File: config.mk
export PLATFORM = sky130hd
export DESIGN_NAME = inverse_rotate_seq
export DESIGN_NICKNAME = d
export VERILOG_FILES = /design/src/rtl/inverse_rotate_seq.sv
export SDC_FILE = /design/constraint.sdc
export NUM_CORES = 1
export LEC_CHECK = 0
export CORE_MARGIN = 10
export CORE_UTILIZATION = 45
export CTS_CLUSTER_DIAMETER = 80
export DETAILED_ROUTE_END_ITERATION = 6
export PLACE_DENSITY = 0.69
export SETUP_SLACK_MARGIN = 0.1
export SLEW_MARGIN = 30
export SYNTH_ARGS = -nofsm -noshare
export SYNTH_HDL_FRONTEND = slang
export SYNTH_SLANG_ARGS = --single-unit
File: constraint.sdc
create_clock -name clk -period 12.4 [get_ports clk]
set_input_delay 1.24 -clock clk [delete_from_list [all_inputs] [get_ports clk]]
set_output_delay 1.24 -clock clk [all_outputs]
set_load 0.01 [all_outputs]
File: src/rtl/inverse_rotate_seq.sv
// Model-space inverse of the rotate/translate pipeline: q = M^T * (p - t) >>> 6, clamped.
// Latency 11 cycles from accept to out_valid; result held until out_ready, new input accepted only in IDLE.
module inverse_rotate_seq #(
   parameter int POS_BIT_SIZE = 12
) (
   input  logic                           clk,
   input  logic                           reset,
   input  logic                           in_valid,
   output logic                           in_ready,
   input  logic signed [POS_BIT_SIZE-1:0] px,
   input  logic signed [POS_BIT_SIZE-1:0] py,
   input  logic signed [POS_BIT_SIZE-1:0] pz,
   input  logic signed [7:0]              m00,
   input  logic signed [7:0]              m01,
   input  logic signed [7:0]              m02,
   input  logic signed [7:0]              m10,
   input  logic signed [7:0]              m11,
   input  logic signed [7:0]              m12,
   input  logic signed [7:0]              m20,
   input  logic signed [7:0]              m21,
   input  logic signed [7:0]              m22,
   input  logic signed [POS_BIT_SIZE-1:0] tx,
   input  logic signed [POS_BIT_SIZE-1:0] ty,
   input  logic signed [POS_BIT_SIZE-1:0] tz,
   output logic                           out_valid,
   input  logic                           out_ready,
   output logic signed [POS_BIT_SIZE-1:0] qx,
   output logic signed [POS_BIT_SIZE-1:0] qy,
   output logic signed [POS_BIT_SIZE-1:0] qz,
   output logic                           sat
);
   localparam int P  = POS_BIT_SIZE;
   localparam int DW = P + 1;
   localparam int PW = P + 9;
   localparam int AW = P + 12;
   localparam logic signed [AW-1:0] QMAX = AW'((1 << (P - 1)) - 1);
   localparam logic signed [AW-1:0] QMIN = ~QMAX;

   typedef enum logic [1:0] {IDLE, SUB, MAC, OUT} state_t;

   state_t                 state;
   logic [3:0]             k;
   logic [1:0]             row;
   logic [1:0]             col;
   logic signed [7:0]      m_l [3][3];
   logic signed [P-1:0]    p_l [3];
   logic signed [P-1:0]    t_l [3];
   logic signed [DW-1:0]   d   [3];
   logic signed [AW-1:0]   acc;
   logic [2:0]             satf;

   logic signed [PW-1:0]   prod;
   logic signed [AW-1:0]   sum;
   logic signed [AW-1:0]   shf;
   logic signed [P-1:0]    qc;
   logic                   ovf;

   assign in_ready = (state == IDLE) && !reset;

   // Transpose: column c of the forward matrix weights the row differences.
   always_comb begin
      prod = PW'(m_l[row][col]) * PW'(d[row]);
      sum  = ((row == 2'd0) ? '0 : acc) + AW'(prod);
      shf  = sum >>> 6;
      qc   = shf[P-1:0];
      ovf  = 1'b0;
      if (shf > QMAX) begin
         qc  = QMAX[P-1:0];
         ovf = 1'b1;
      end else if (shf < QMIN) begin
         qc  = QMIN[P-1:0];
         ovf = 1'b1;
      end
   end

   always_ff @(posedge clk) begin
      if (reset) begin
         state     <= IDLE;
         k         <= '0;
         row       <= '0;
         col       <= '0;
         acc       <= '0;
         satf      <= '0;
         out_valid <= 1'b0;
         qx        <= '0;
         qy        <= '0;
         qz        <= '0;
         sat       <= 1'b0;
      end else begin
         case (state)
            IDLE: begin
               if (in_valid) begin
                  p_l[0]    <= px;  p_l[1]    <= py;  p_l[2]    <= pz;
                  t_l[0]    <= tx;  t_l[1]    <= ty;  t_l[2]    <= tz;
                  m_l[0][0] <= m00; m_l[0][1] <= m01; m_l[0][2] <= m02;
                  m_l[1][0] <= m10; m_l[1][1] <= m11; m_l[1][2] <= m12;
                  m_l[2][0] <= m20; m_l[2][1] <= m21; m_l[2][2] <= m22;
                  state     <= SUB;
               end
            end
            SUB: begin
               for (int i = 0; i < 3; i++)
                  d[i] <= DW'(p_l[i]) - DW'(t_l[i]);
               acc   <= '0;
               k     <= '0;
               row   <= '0;
               col   <= '0;
               satf  <= '0;
               state <= MAC;
            end
            MAC: begin
               acc <= sum;
               k   <= k + 4'd1;
               if (row == 2'd2) begin
                  case (col)
                     2'd0:    qx <= qc;
                     2'd1:    qy <= qc;
                     default: qz <= qc;
                  endcase
                  satf[col] <= ovf;
                  row       <= '0;
                  col       <= col + 2'd1;
               end else begin
                  row <= row + 2'd1;
               end
               if (k == 4'd8) begin
                  sat       <= satf[0] | satf[1] | ovf;
                  out_valid <= 1'b1;
                  state     <= OUT;
               end
            end
            OUT: begin
               if (out_ready) begin
                  out_valid <= 1'b0;
                  state     <= IDLE;
               end
            end
            default: state <= IDLE;
         endcase
      end
   end
endmodule

==> flow_summary.ini <==
; generated from flow reports
[synth]
yosysWarnings = 0
avgSynthCellArea_um2 = 10.78
xor_area_frac = 0.03107
edf_count = 183
ys_sh_aoi = 0.1253
seq_area_frac_synth = 0.4355
netlist_instances = 1495
ys_sh_simple = 0.1215
synth-async-reset-ratio = 0
mux_area_frac = 0.03184
topCombFamilyByArea = adder cells
yosys_cells = 1495

[floorplan]
chip_area_um2 = 43770
taps = 461
io_pins = 187

[final_layout]
syn2layout_area_growth_pct = 20.91
top_regs = m_l: 72 flops, d: 39 flops
fill_cells = 3039
seqCellArea_um2 = 7019
clock_buffers = 44
layout-drive-gt1-share = 0.09209
lay_top_count = nor2_1
regMostFlops = m_l
flops = 259
multi_input_comb_cells = 982
nets = 2015
largest_reg_flops = 72

[critical_path]
crit_family = AND-OR/OR-AND gates
cp_slowest_cell = o31ai_4
cp_num_buf_inv = 7
worst_ep_arrival_time_ns = 9.90
crit_fanout = 16
crit_path_start_kind = flip-flop
max_stage_delay_ns = 0.65
crit_path_frequent_cell = inv_1

[global_routing]
grt_overflow_total = 0
grt_start_max_net_pins = 79
grt.total_usage = 0.1682

[placed_design]
gp_congestion = 0.8928
dp_slack_ns = 2.849

[cts]
cts_tree = yes
cts_resized = 0
cts_root_buf = clkbuf_16
cts_sinks = 259
clk_latency_ns = 0.56
path_clk_slew_ns = 0.06
cts_htree_levels = 1

[detailed_routing]
dr.pass1.iters = 7
route.detailed.drc = 0
antenna_left = 0
drt_iter0_drc = 628

[final_timing]
worst_slew_pin_slew_ns = 0.9173
skew_ns = 0.02191
finalSetupViolCount = 0
final-hold-violation-count = 0
period_needed_ns = 9.502
finalWorstSetupSlack_ns = 2.898
slew_headroom = 0.3885
fmax_ghz = 0.1052
rsz0062_at_grt = no

[outcome]
status = completed

[run]
drv_cap = 0

[worst_hold_path]
hold_path_class = flip-flop to flip-flop
## synth_stat cells (20+ instances only)
master | count | share of area
clkbuf_1 | 40 | 0.0093
a21oi_1 | 73 | 0.023
nor2b_1 | 47 | 0.018
fa_1 | 89 | 0.11
xor2_1 | 20 | 0.011
edfxtp_1 | 183 | 0.34
nor2_1 | 223 | 0.052
xnor2_1 | 29 | 0.016
a211oi_2 | 28 | 0.022
mux2i_1 | 31 | 0.019
dfxtp_1 | 76 | 0.094
nand2_1 | 65 | 0.015
o21ai_0 | 50 | 0.016
ha_1 | 107 | 0.083
inv_1 | 203 | 0.047
## worst reg2reg max path, delay by kind of cell, from the launching register on
family	cells	cell delay, ns
and+or+nand+nor	7	1.19
AOI/OAI and AO/OA	11	3.30
xor gates and xnor gates	1	0.16
DFF	1	0.64
muxes	1	0.25
buffers and inverters	7	1.07
adders and majority gates	6	2.74
## worst paths after layout
path	endpoint	startpoint	depth (start not counted)	slack, ns
setup / recovery	satf[1]	flip-flop	33	2.90
hold / removal	acc[4]	acc[4]	2	0.46
setup reg to reg	satf[1]	flip-flop	33	2.90
hold reg to reg	acc[4]	acc[4]	2	0.46
## metrics by stage
stage               cells  instance area, um2  utilization  hold WS (ns)
global placement     2098               18400       0.5185        0.4465
CTS                  2153               19410       0.5470        0.4687
floorplan            1495               16110            -        0.4364
detailed placement   2099               18420       0.5192        0.4588
finish               2155               19480       0.5490        0.4648
global route         2155               19480       0.5490        0.4819
## layer usage
layer / global-route usage / vias up / part of all wire
met1: 0.2052 / 5312 / 0.42
met2: 0.2948 / 257 / 0.50
met4: 0.04416 / 0 / 0.020
li1: - / 5406 / -
met5: 0 / - / 0
met3: 0.03489 / 50 / 0.057
Routing congestion:
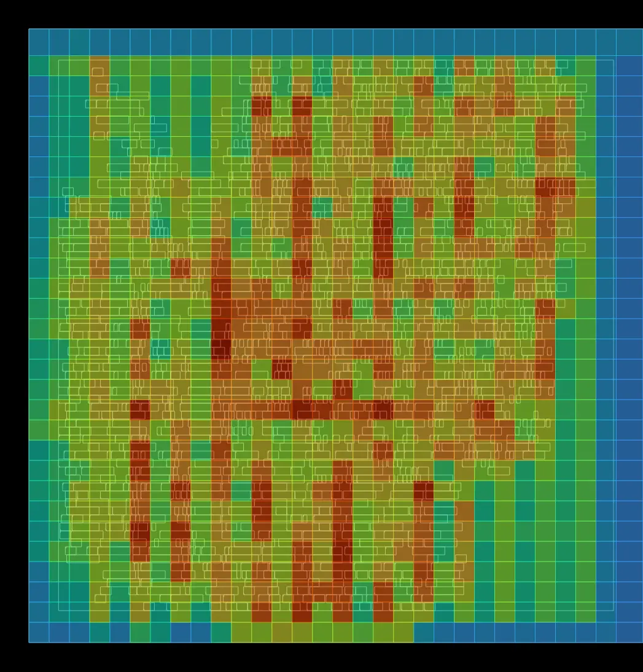
met3 Resource Use GR: 0.03489
routing usage on met2: 0.2948
Finished Core Util: 0.5490
drt wl/cell: 17.40 um

M4 wires:
The bar under the picture is 50 um long. Supply wires on this layer in grey. Cells faint in the background.
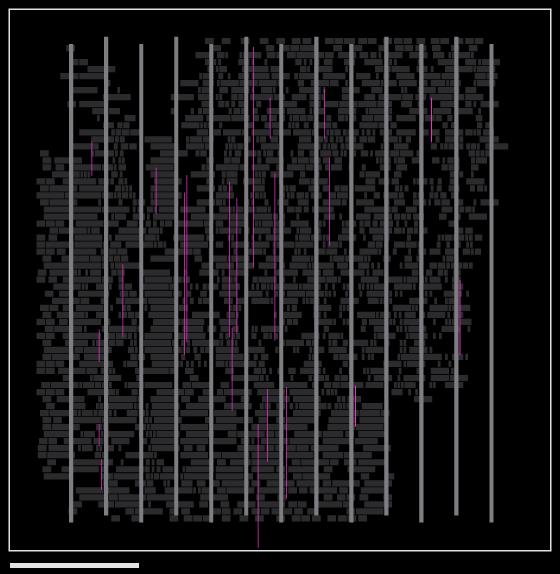
share of all routed wire = 2.0%
wire length on this layer = 760 um
longest straight run = 85.0 um
main direction = vertical
final WL: 37500 um
via count: 11025

The metal 1 layer:
Supply wires on this layer in grey.
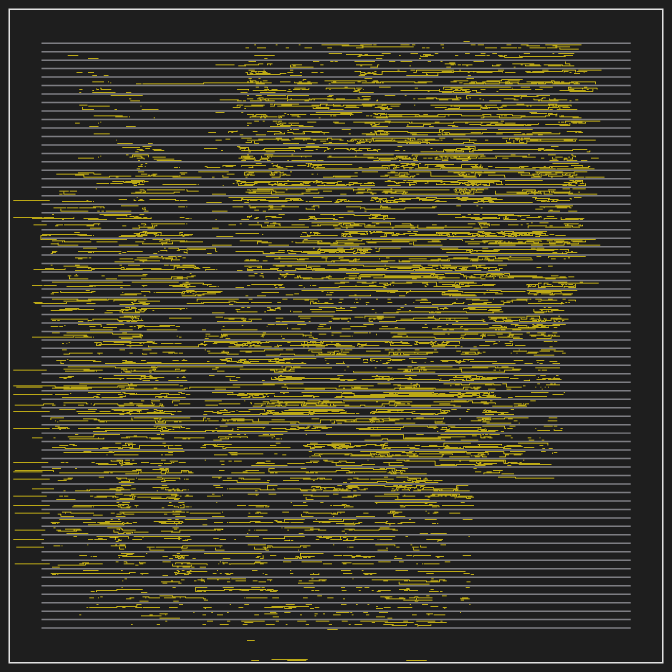
main direction = horizontal
longest straight run = 58.4 um
share of all routed wire = 42%
nets with wire on the layer = 1900
wire length on this layer = 15700 um
grt met1 use: 0.2052

